==> config.mk <==
export PLATFORM = sky130hd
export DESIGN_NAME = calc_pipe
export DESIGN_NICKNAME = d
export VERILOG_FILES = /design/src/rtl/calc_pipe.sv
export SDC_FILE = /design/constraint.sdc
export NUM_CORES = 1
export LEC_CHECK = 0
export ABC_AREA = 1
export CAP_MARGIN = 25
export CORE_UTILIZATION = 31
export DETAILED_ROUTE_END_ITERATION = 7
export PLACE_DENSITY = 0.58
export SLEW_MARGIN = 25
export SYNTH_ARGS = -nofsm -noshare
export SYNTH_HDL_FRONTEND = slang
export SYNTH_SLANG_ARGS = --single-unit
==> constraint.sdc <==
create_clock -name clk -period 2.5 [get_ports clk]
set_clock_uncertainty 0.1 [all_clocks]
set_input_delay 0.375 -clock clk [delete_from_list [all_inputs] [get_ports clk]]
set_output_delay 0.375 -clock clk [all_outputs]
set_load 0.01 [all_outputs]
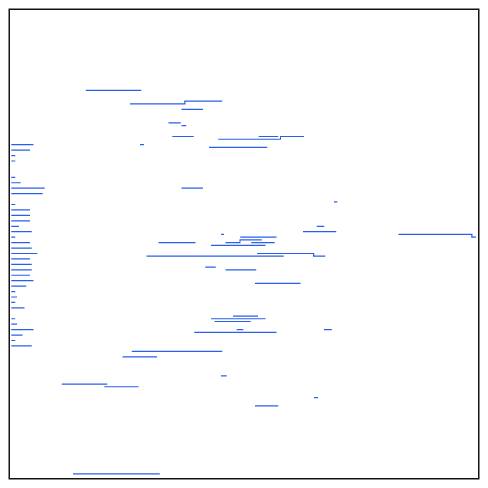
run_1/layer_met3.png
(4 px per µm)
wire length on this layer = 489 µm
main direction = horizontal
share of all routed wire = 4.1%
nets with wire on the layer = 62
longest straight run = 34.0 µm
met3 Use GR: 1.80%
DRT Wirelength: 11.9 mm
vias: 4,050

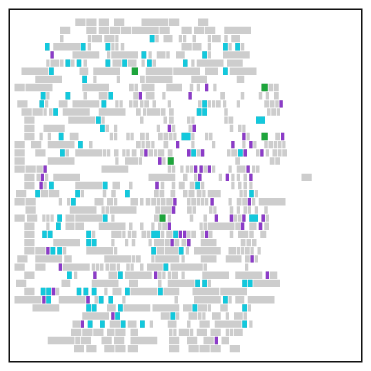
run_1/logic_types.png
(3 px per µm)
aoi and oai cells -> cyan  # cells 88, most used o21ai_0
inv cells -> purple  # cells 57, most used inv_1
and/or cells -> green  # cells 5
fraction of area in multi-input gates: 46.0%
Commonest Layout Cell: nand2_1
non-filler cells, final: 853

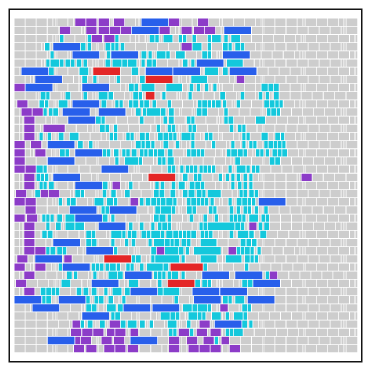
run_1/placement_by_type.png
(3 px per µm) Fill, decap, tap and diode cells in gray.
clock drivers and dummy loads -> red  # cells 7
sequential cells -> blue  # cells 53
remaining buffers and delay cells -> purple  # cells 94
combinational and other logic -> cyan  # cells 527
final core occ: 41.0%
Core ar.: 12,800 µm²
Seq area share: 25.3%
FP Rows: 41

==> results.sh, run 1 <==
# flow metrics
export IMPL_p_sw_share_pct=43.6
export IMPL_cp_common_cell="nand2_1"
export IMPL_cts_root_buf="clkbuf_16"
export IMPL_dr_wl_met2_mm=5.48
export IMPL_pwr_group_clock_w=0.000812
export IMPL_wire_per_inst_um=14.0
export IMPL_p_switching_w=0.00221
export IMPL_grt_use_met2_pct=30.8
export IMPL_cp_depth=16
export IMPL_top_layer_used="met4"
export IMPL_min_period_ns=2.27
export IMPL_grt_first_pass_wirelength_mm=19.8
export IMPL_p_leak_nw=2.52
export IMPL_globalRoute_busiestLayer="met2"
export IMPL_flop_count=53
export IMPL_logic_area_um2=2410
export IMPL_tool_warnings=26
export IMPL_clk_path_buf_depth=2
export IMPL_drc=0
export IMPL_synth_avg_cell_area_um2=6.57
export IMPL_ys_warn_count=0
export IMPL_max_freq_mhz=440
export IMPL_port_buffers=78
export IMPL_finalWorstSetupSlack_ns=0.226
export IMPL_placed_cells=844
export IMPL_seqPwrFrac_pct=27.3
export IMPL_clk_pin_slew_ns=0.08
export IMPL_dpl_cell_area_um2=4970
export IMPL_critPathSlowestCell="fa_2"
export IMPL_layout_top_cells="nand2_1 (203), clkdlybuf4s50_1 (77), nand3_1 (68), o21ai_0 (62), inv_1 (55)"
export IMPL_crit_chain="ha_2 > fa_2 > nand2_1 > nand2_1 > nand3_2 > nand2_2 > nand2_1 > nand2_1 > nand2_1 > nand3_1 > nand3_1 > nand2_1 > nand2_1 > nor2_1 > nand3_1 > nand2_1"
export IMPL_n_all_inverters=57
export IMPL_postRouteAntennaNets=0
export IMPL_synth_edff_count=0
export IMPL_drtIter0Drc=238
export IMPL_path_buffers=0
export IMPL_status="completed"
export IMPL_io_pins=79
export IMPL_first_pass_iters=4
export IMPL_synth_xor_area_share_pct=7.05
export IMPL_ys_top_logic_family="simple AND/OR/NAND/NOR gates"
export IMPL_combPwrFrac_pct=56.7
export IMPL_hpwlAfterDp_mm=9.11
export IMPL_timing_slew_headroom_pct=60.2
run 1: synth_stat cells (3+ instances only):
| library cell | instances | area share [%] |
|---|---|---|
| a21oi_1 | 20 | 2.4 |
| buf_1 | 3 | 0.27 |
| buf_2 | 8 | 0.98 |
| buf_4 | 17 | 3.1 |
| clkbuf_1 | 16 | 1.5 |
| dfrtp_1 | 53 | 32 |
| ha_1 | 16 | 4.9 |
| inv_1 | 55 | 5.0 |
| nand2_1 | 208 | 19 |
| nand3_1 | 70 | 8.5 |
| nor2_1 | 43 | 3.9 |
| o21ai_0 | 62 | 7.6 |
| o21ai_1 | 6 | 0.73 |
| xor2_1 | 33 | 7.1 |
run_1/sizes.png
(3 px per µm)
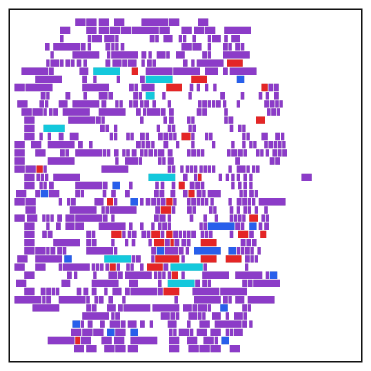

==> run 2: changes to the inputs <==
--- a/config.mk
+++ b/config.mk
@@ -7,9 +7,11 @@
 export LEC_CHECK = 0
 export ABC_AREA = 1
 export CAP_MARGIN = 25
-export CORE_UTILIZATION = 31
+export CORE_MARGIN = 5
+export CORE_UTILIZATION = 50
 export DETAILED_ROUTE_END_ITERATION = 7
-export PLACE_DENSITY = 0.58
+export PLACE_DENSITY = 0.83
+export SKIP_CTS_REPAIR_TIMING = 1
 export SLEW_MARGIN = 25
 export SYNTH_ARGS = -nofsm -noshare
 export SYNTH_HDL_FRONTEND = slang
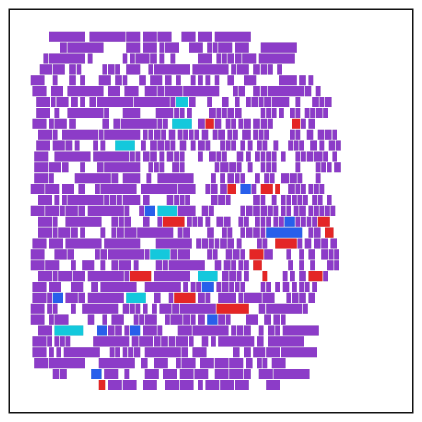
run_2/sizes.png
(4 px per µm)
_0 and _1 cells -> purple  # cells 640, most used nand2_1
_2 cells -> red  # cells 17, most used ha_2
_3 and _4 cells -> blue  # cells 10, most used buf_4
_6 and larger -> cyan  # cells 8, most used clkbuf_8
Buffers, non-clock: 87
Syn-to-layout area delta: 21.6%
final worst slack: 0.174 ns
post-route cell area: 4980 µm²

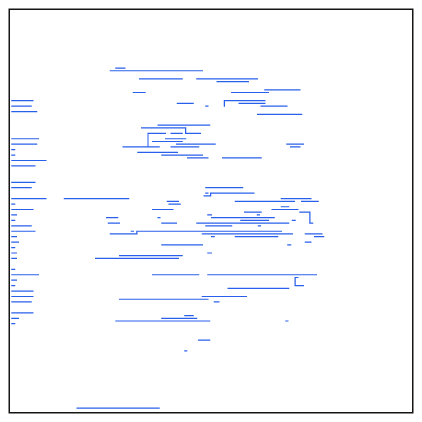
run_2/layer_met3.png
(4 px per µm)
share of all routed wire = 7.2%
nets with wire on the layer = 91
wire length on this layer = 800 µm
main direction = horizontal
met3 Use GR: 2.91%
vias: 4,204
DRT Wirelength: 11.1 mm

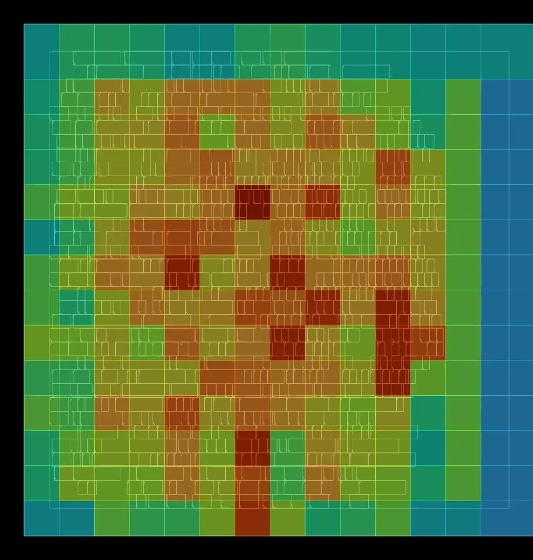
run_2/congestion.png
final core occ: 61.5%
total track usage: 22.2%
routed length per instance: 14.3 µm

==> results.sh, run 2 <==
# flow metrics
export IMPL_cts_root_buf="clkbuf_8"
export IMPL_hpwlAfterDp_mm=8.48
export IMPL_pwr_group_clock_w=0.000524
export IMPL_critPathSlowestCell="fa_2"
export IMPL_drtIter0Drc=362
export IMPL_p_switching_w=0.00214
export IMPL_dr_wl_met2_mm=5.23
export IMPL_ys_top_logic_family="simple AND/OR/NAND/NOR gates"
export IMPL_synth_xor_area_share_pct=7.05
export IMPL_cp_depth=14
export IMPL_postRouteAntennaNets=0
export IMPL_drc=0
export IMPL_p_sw_share_pct=45.5
export IMPL_cp_common_cell="nand2_1"
export IMPL_topCellsByArea="dfrtp_1 (32%), nand2_1 (19%), nand3_1 (8.5%)"
export IMPL_io_pins=79
export IMPL_status="completed"
export IMPL_top_layer_used="met4"
export IMPL_most_common_cell="nand2_1"
export IMPL_dpl_cell_area_um2=4850
export IMPL_synth_avg_cell_area_um2=6.57
export IMPL_yosys_top_cells_count="nand2_1 (208), nand3_1 (70), o21ai_0 (62), inv_1 (55), dfrtp_1 (53)"
export IMPL_top_area_share_pct=32.4
export IMPL_path_buffers=1
export IMPL_lay_top_count="nand2_1"
[run 2: cell counts after synthesis]
Identical to the previous run, type by type.
[run 2: cell families after synthesis]
logic type | Yosys count
xor+xnor | 33
simple gates | 332
buf+inv | 101
compound gates | 88
flops | 53
fa+ha+maj | 17
[run 2: final cells by class]
type                       count  area (µm²)  area share [%]
timing repair buffer          87         856            17.2
sequential                    53        1330            26.6
multi-input combinational    470        2350            47.2
clock inverter                 2        17.5           0.352
clock buffer                   6        82.6            1.66
tap                          105         131            2.64
inverter                      57         214            4.30
